## src/rtl/run_ctrl_pkg.sv

```systemverilog
// Shared types and constants for the run-control sequencer.
package run_ctrl_pkg;

    // Sequencer state as seen on the hex display
    typedef enum logic [1:0] {
        ST_IDLE = 2'd0,
        ST_RUN  = 2'd1,
        ST_STEP = 2'd2,
        ST_HALT = 2'd3
    } run_state_t;

    // Reason the core last entered HALT
    typedef enum logic [1:0] {
        CAUSE_NONE       = 2'd0,
        CAUSE_USER       = 2'd1,
        CAUSE_BREAKPOINT = 2'd2,
        CAUSE_EBREAK     = 2'd3
    } cause_t;

    localparam int unsigned   STATE_W     = 2;
    localparam logic [31:0]   EBREAK_INSN = 32'h0010_0073;

endpackage

```

## src/rtl/run_controller_btn_edge.sv

```systemverilog
// Registered rising-edge detector for one synchronised button level.
module btn_edge (
    input  logic clk,
    input  logic resetn,
    input  logic i_level,
    output logic o_rise
);

    logic r_prev;
    logic r_rise;

    // Remember last level and flag a 0->1 transition one cycle later
    always_ff @(posedge clk) begin
        if (!resetn) begin
            r_prev <= 1'b0;
            r_rise <= 1'b0;
        end else begin
            r_prev <= i_level;
            r_rise <= i_level & ~r_prev;
        end
    end

    assign o_rise = r_rise;

endmodule

```

## src/rtl/run_controller.sv

```systemverilog
// Run/halt/step/breakpoint sequencer producing the core clock-enable.
module run_controller
    import run_ctrl_pkg::*;
#(
    parameter int unsigned XLEN     = 32,
    parameter bit          AUTO_RUN = 1'b0
) (
    input  logic            clk,
    input  logic            resetn,
    input  logic            run_btn,
    input  logic            step_btn,
    input  logic            halt_btn,
    input  logic            bp_en,
    input  logic [XLEN-1:0] bp_addr,
    input  logic [XLEN-1:0] pc_current,
    input  logic [XLEN-1:0] instruction,
    output logic            cpu_en,
    output run_state_t      state,
    output cause_t          halt_cause,
    output logic [XLEN-1:0] retired_count
);

    logic w_run_e;
    logic w_step_e;
    logic w_halt_e;

    btn_edge u_run_edge  (.clk(clk), .resetn(resetn), .i_level(run_btn),  .o_rise(w_run_e));
    btn_edge u_step_edge (.clk(clk), .resetn(resetn), .i_level(step_btn), .o_rise(w_step_e));
    btn_edge u_halt_edge (.clk(clk), .resetn(resetn), .i_level(halt_btn), .o_rise(w_halt_e));

    run_state_t      r_state;
    cause_t          r_cause;
    logic [XLEN-1:0] r_retired_count;
    logic            r_skip;

    run_state_t      w_state_nxt;
    cause_t          w_cause_nxt;
    logic            w_cpu_en;
    logic            w_leave_halt;
    logic            w_ebreak;
    logic            w_bp_hit;
    logic            w_brk;

    // Break detection; skip masks the instruction that caused the last halt
    assign w_ebreak = (instruction == XLEN'(EBREAK_INSN));
    assign w_bp_hit = bp_en && (pc_current == bp_addr);
    assign w_brk    = !r_skip && (w_bp_hit || w_ebreak);

    // Next-state, cause and clock-enable decode
    always_comb begin
        w_state_nxt  = r_state;
        w_cause_nxt  = r_cause;
        w_cpu_en     = 1'b0;
        w_leave_halt = 1'b0;
        case (r_state)
            ST_IDLE: begin
                if (AUTO_RUN) begin
                    w_state_nxt = ST_RUN;
                end else if (w_halt_e) begin
                    w_state_nxt = ST_HALT;
                    w_cause_nxt = CAUSE_USER;
                end else if (w_step_e) begin
                    w_state_nxt = ST_STEP;
                end else if (w_run_e) begin
                    w_state_nxt = ST_RUN;
                end
            end
            ST_RUN: begin
                w_cpu_en = !w_brk && !w_halt_e;
                if (w_brk) begin
                    w_state_nxt = ST_HALT;
                    w_cause_nxt = w_ebreak ? CAUSE_EBREAK : CAUSE_BREAKPOINT;
                end else if (w_halt_e) begin
                    w_state_nxt = ST_HALT;
                    w_cause_nxt = CAUSE_USER;
                end
            end
            ST_STEP: begin
                w_cpu_en    = 1'b1;
                w_state_nxt = ST_HALT;
                w_cause_nxt = CAUSE_USER;
            end
            ST_HALT: begin
                if (w_halt_e) begin
                    w_cause_nxt = CAUSE_USER;
                end else if (w_step_e) begin
                    w_state_nxt  = ST_STEP;
                    w_cause_nxt  = CAUSE_NONE;
                    w_leave_halt = 1'b1;
                end else if (w_run_e) begin
                    w_state_nxt  = ST_RUN;
                    w_cause_nxt  = CAUSE_NONE;
                    w_leave_halt = 1'b1;
                end
            end
            default: begin
                w_state_nxt = ST_IDLE;
                w_cause_nxt = CAUSE_NONE;
            end
        endcase
    end

    // FSM state and halt cause registers
    always_ff @(posedge clk) begin
        if (!resetn) begin
            r_state <= ST_IDLE;
            r_cause <= CAUSE_NONE;
        end else begin
            r_state <= w_state_nxt;
            r_cause <= w_cause_nxt;
        end
    end

    // Retired counter (wrapping) and resume-skip flag
    always_ff @(posedge clk) begin
        if (!resetn) begin
            r_retired_count <= '0;
            r_skip          <= 1'b0;
        end else begin
            if (w_cpu_en) begin
                r_retired_count <= r_retired_count + XLEN'(1);
            end
            if (w_leave_halt) begin
                r_skip <= 1'b1;
            end else if (w_cpu_en) begin
                r_skip <= 1'b0;
            end
        end
    end

    assign cpu_en        = w_cpu_en;
    assign state         = r_state;
    assign halt_cause    = r_cause;
    assign retired_count = r_retired_count;

endmodule

```

## config.mk

```make
export PLATFORM = sky130hd
export DESIGN_NAME = run_controller
export DESIGN_NICKNAME = d
export VERILOG_FILES = /design/src/rtl/run_ctrl_pkg.sv /design/src/rtl/run_controller_btn_edge.sv /design/src/rtl/run_controller.sv
export SDC_FILE = /design/constraint.sdc
export NUM_CORES = 1
export LEC_CHECK = 0
export ABC_AREA = 1
export CAP_MARGIN = 20
export CORE_MARGIN = 3
export CORE_UTILIZATION = 39
export CTS_CLUSTER_SIZE = 16
export DETAILED_ROUTE_END_ITERATION = 10
export PLACE_DENSITY_LB_ADDON = 0.2
export SYNTH_ARGS = -nofsm -noshare
export SYNTH_HDL_FRONTEND = slang
export SYNTH_SLANG_ARGS = --single-unit
```

## constraint.sdc

```tcl
create_clock -name clk -period 3.93 [get_ports clk]
set_clock_uncertainty 0.05 [all_clocks]
set_input_delay 0.5895 -clock clk [delete_from_list [all_inputs] [get_ports clk]]
set_output_delay 0.5895 -clock clk [all_outputs]
set_load 0.01 [all_outputs]
```

Run 1, routed metal, one color a layer:
The bar under the picture is 20 um long.
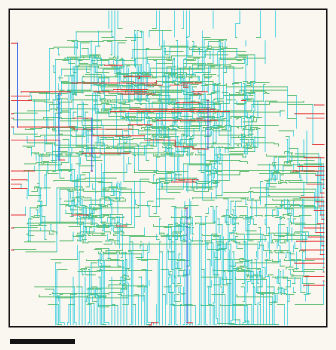
legend:
  red:
    layer: met3
    wire_length: 533 um
  blue:
    layer: met4
    wire_length: 113 um
  cyan:
    layer: met2
    wire_length: 5020 um
  green:
    layer: met1
    wire_length: 4400 um

Run 1, clock distribution:
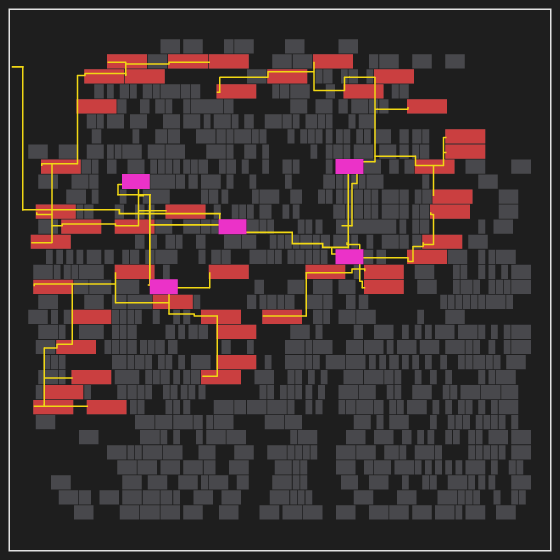
legend:
  magenta:
    item: cells driving clock nets
    count: 5
  red:
    item: flip-flops
    count: 43
  yellow:
    item: clock wires
    length: 532 um
routed clock nets: 6

Run 1, placed cells, one color a class:
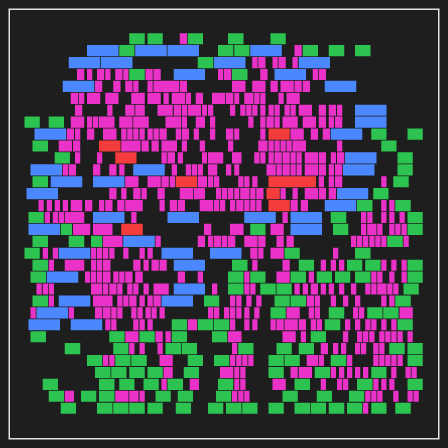
legend:
  magenta:
    class: all other logic
    cells: 485
    share_of_their_area: 50%
  green:
    class: other buffers and delay cells
    cells: 140
    share_of_their_area: 30%
  blue:
    class: flip-flops
    cells: 43
    share_of_their_area: 18%
  red:
    class: clock drivers and dummy loads
    cells: 8
    share_of_their_area: 2.6%

==> impl_metrics.ini, run 1 <==
; flow metrics
[cells_and_area]
layout-drive-gt1-share_pct = 3.55
finish.utilization_pct = 61.1
layoutNonFillerInstCount = 778
mostFrequentLayoutCells = 171 x sky130_fd_sc_hd__nand2_1, 138 x sky130_fd_sc_hd__clkdlybuf4s50_1, 86 x sky130_fd_sc_hd__inv_1

[clock_network]
post_cts_resize_count = 0
numCtsBuffers = 5
clock-root-buffer = sky130_fd_sc_hd__clkbuf_8

[job]
warnings = 29

[grt]
met3_usage_pct = 3.59
via_count_of_the_first_global_routing_pass = 3490

[setup_path]
critical_path.startpoint_type = primary input
cell_by_cell_listing_of_the_critical_path = clkdlybuf4s50_1 > inv_1 > nand2_1 > nand2_1 > inv_1 > nand2_1 > nor2_1 > nand2_1 > nor2_1 > nand3_1 > nand3_2 > nand2_4 > nand2_4 > inv_1 > clkdlybuf4s50_1
setup.reg_to_reg.worst_slack_ns = 1.73
critical_path_depth = 15
setup.worst_path.class = primary input to output pin
cp.buffers_inverters = 5
cp_max_fo = 33

[power_and_ir_drop]
sequentialPower_uw = 493
internal-power_uw = 918
power.combinational.total_uw = 597
power.ir.vdd_worst_mv = 0.586
power.largest_group = combinational logic
pwr-share-clk_pct = 25.2
swShare_pct = 36.9

[drt]
highest_layer = met4
drt_pre_antenna_iters = 4

[outcome]
outcome = finished clean

[timing]
grt_setup_unrepaired = no
timing.final.hold_violations = 0
whs_ns = 0.335
tightest_slew_ns = 0.975

[logic_synthesis]
edf_count = 0
xor_area_share_pct = 10.4

[floorplan]
die_width_um = 97.7
==> run 2: changes to the inputs <==
ABC_CLOCK_PERIOD_IN_PS = 3930   (was unset)
Run 2, routed metal, one color a layer:
The bar under the picture is 20 um long.
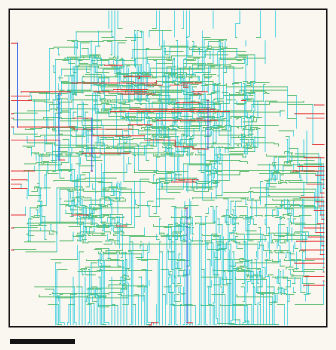
legend:
  red:
    layer: met3
    wire_length: 533 um
  green:
    layer: met1
    wire_length: 4400 um
  cyan:
    layer: met2
    wire_length: 5020 um
  blue:
    layer: met4
    wire_length: 113 um

Run 2, placed cells, one color a class:
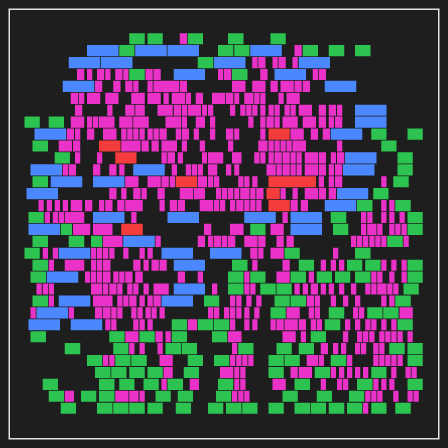
legend:
  blue:
    class: flip-flops
    cells: 43
    share_of_their_area: 18%
  green:
    class: other buffers and delay cells
    cells: 140
    share_of_their_area: 30%
  red:
    class: clock drivers and dummy loads
    cells: 8
    share_of_their_area: 2.6%
  magenta:
    class: all other logic
    cells: 485
    share_of_their_area: 50%

Run 2, clock distribution:
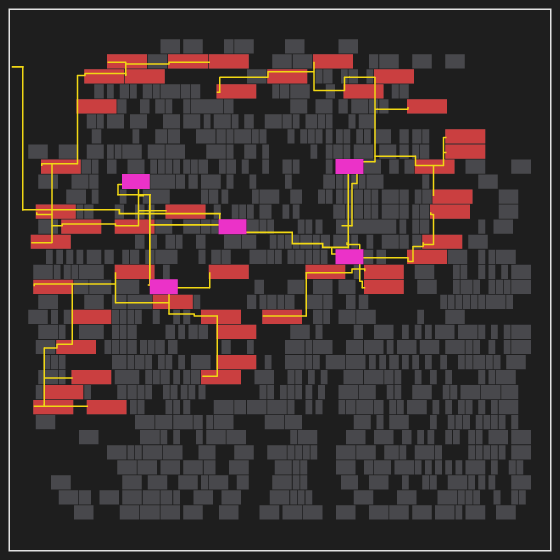
Clk power: 367 uW
worst skew pair latency: 0.30 ns
part of the total power dissipated in the clock network: 25.2%

==> run 2 against run 1 <==
Net effect: global-route usage unchanged; synthesized cell count unchanged; critical path depth did not move; routed wire length stayed put; sequential power about the same; flip-flop count unchanged; register-to-register slack about the same; combinational power about the same.
==> impl_metrics.ini, run 2 <==
; flow metrics
[clock_network]
post_cts_resize_count = 0
numCtsBuffers = 5
clock-root-buffer = sky130_fd_sc_hd__clkbuf_8
ctsHtreeMaxLevel = 2

[logic_synthesis]
xor_area_share_pct = 10.4
synth_sequential_area_ratio_pct = 26.3
edf_count = 0

[placement]
port-buffer-count = 138

[setup_path]
cell_by_cell_listing_of_the_critical_path = clkdlybuf4s50_1 > inv_1 > nand2_1 > nand2_1 > inv_1 > nand2_1 > nor2_1 > nand2_1 > nor2_1 > nand3_1 > nand3_2 > nand2_4 > nand2_4 > inv_1 > clkdlybuf4s50_1
setup.reg_to_reg.worst_slack_ns = 1.73
cp_max_fo = 33
cp.buffers_inverters = 5
critical_path.startpoint_type = primary input
setup.worst_path.class = primary input to output pin
timing.critical_path.slowest_cell_delay_ns = 0.49
critical_path_depth = 15

[timing]
grt_setup_unrepaired = no
setup_ws_ns = 0.470
timing.final.hold_violations = 0
tightest_slew_ns = 0.975
whs_ns = 0.335

[power_and_ir_drop]
net-switching-power_uw = 537
power.largest_group = combinational logic
power.combinational.total_uw = 597
internal-power_uw = 918
power.ir.vdd_worst_mv = 0.586
swShare_pct = 36.9

[cells_and_area]
layoutNonFillerInstCount = 778
layout-drive-gt1-share_pct = 3.55
clock_buffer_count = 6
numSequentialCells = 43
mostFrequentLayoutCells = 171 x sky130_fd_sc_hd__nand2_1, 138 x sky130_fd_sc_hd__clkdlybuf4s50_1, 86 x sky130_fd_sc_hd__inv_1
finish.utilization_pct = 61.1
area.share.sequential_pct = 17.8

[drt]
highest_layer = met4
drt_pre_antenna_iters = 4

[grt]
via_count_of_the_first_global_routing_pass = 3490
met3_usage_pct = 3.59

[hold_path]
min_path_type = flip-flop to flip-flop

[outcome]
outcome = finished clean

[floorplan]
placement_rows = 32
Power figures rest on the tool's default switching activity, not on a simulated workload.
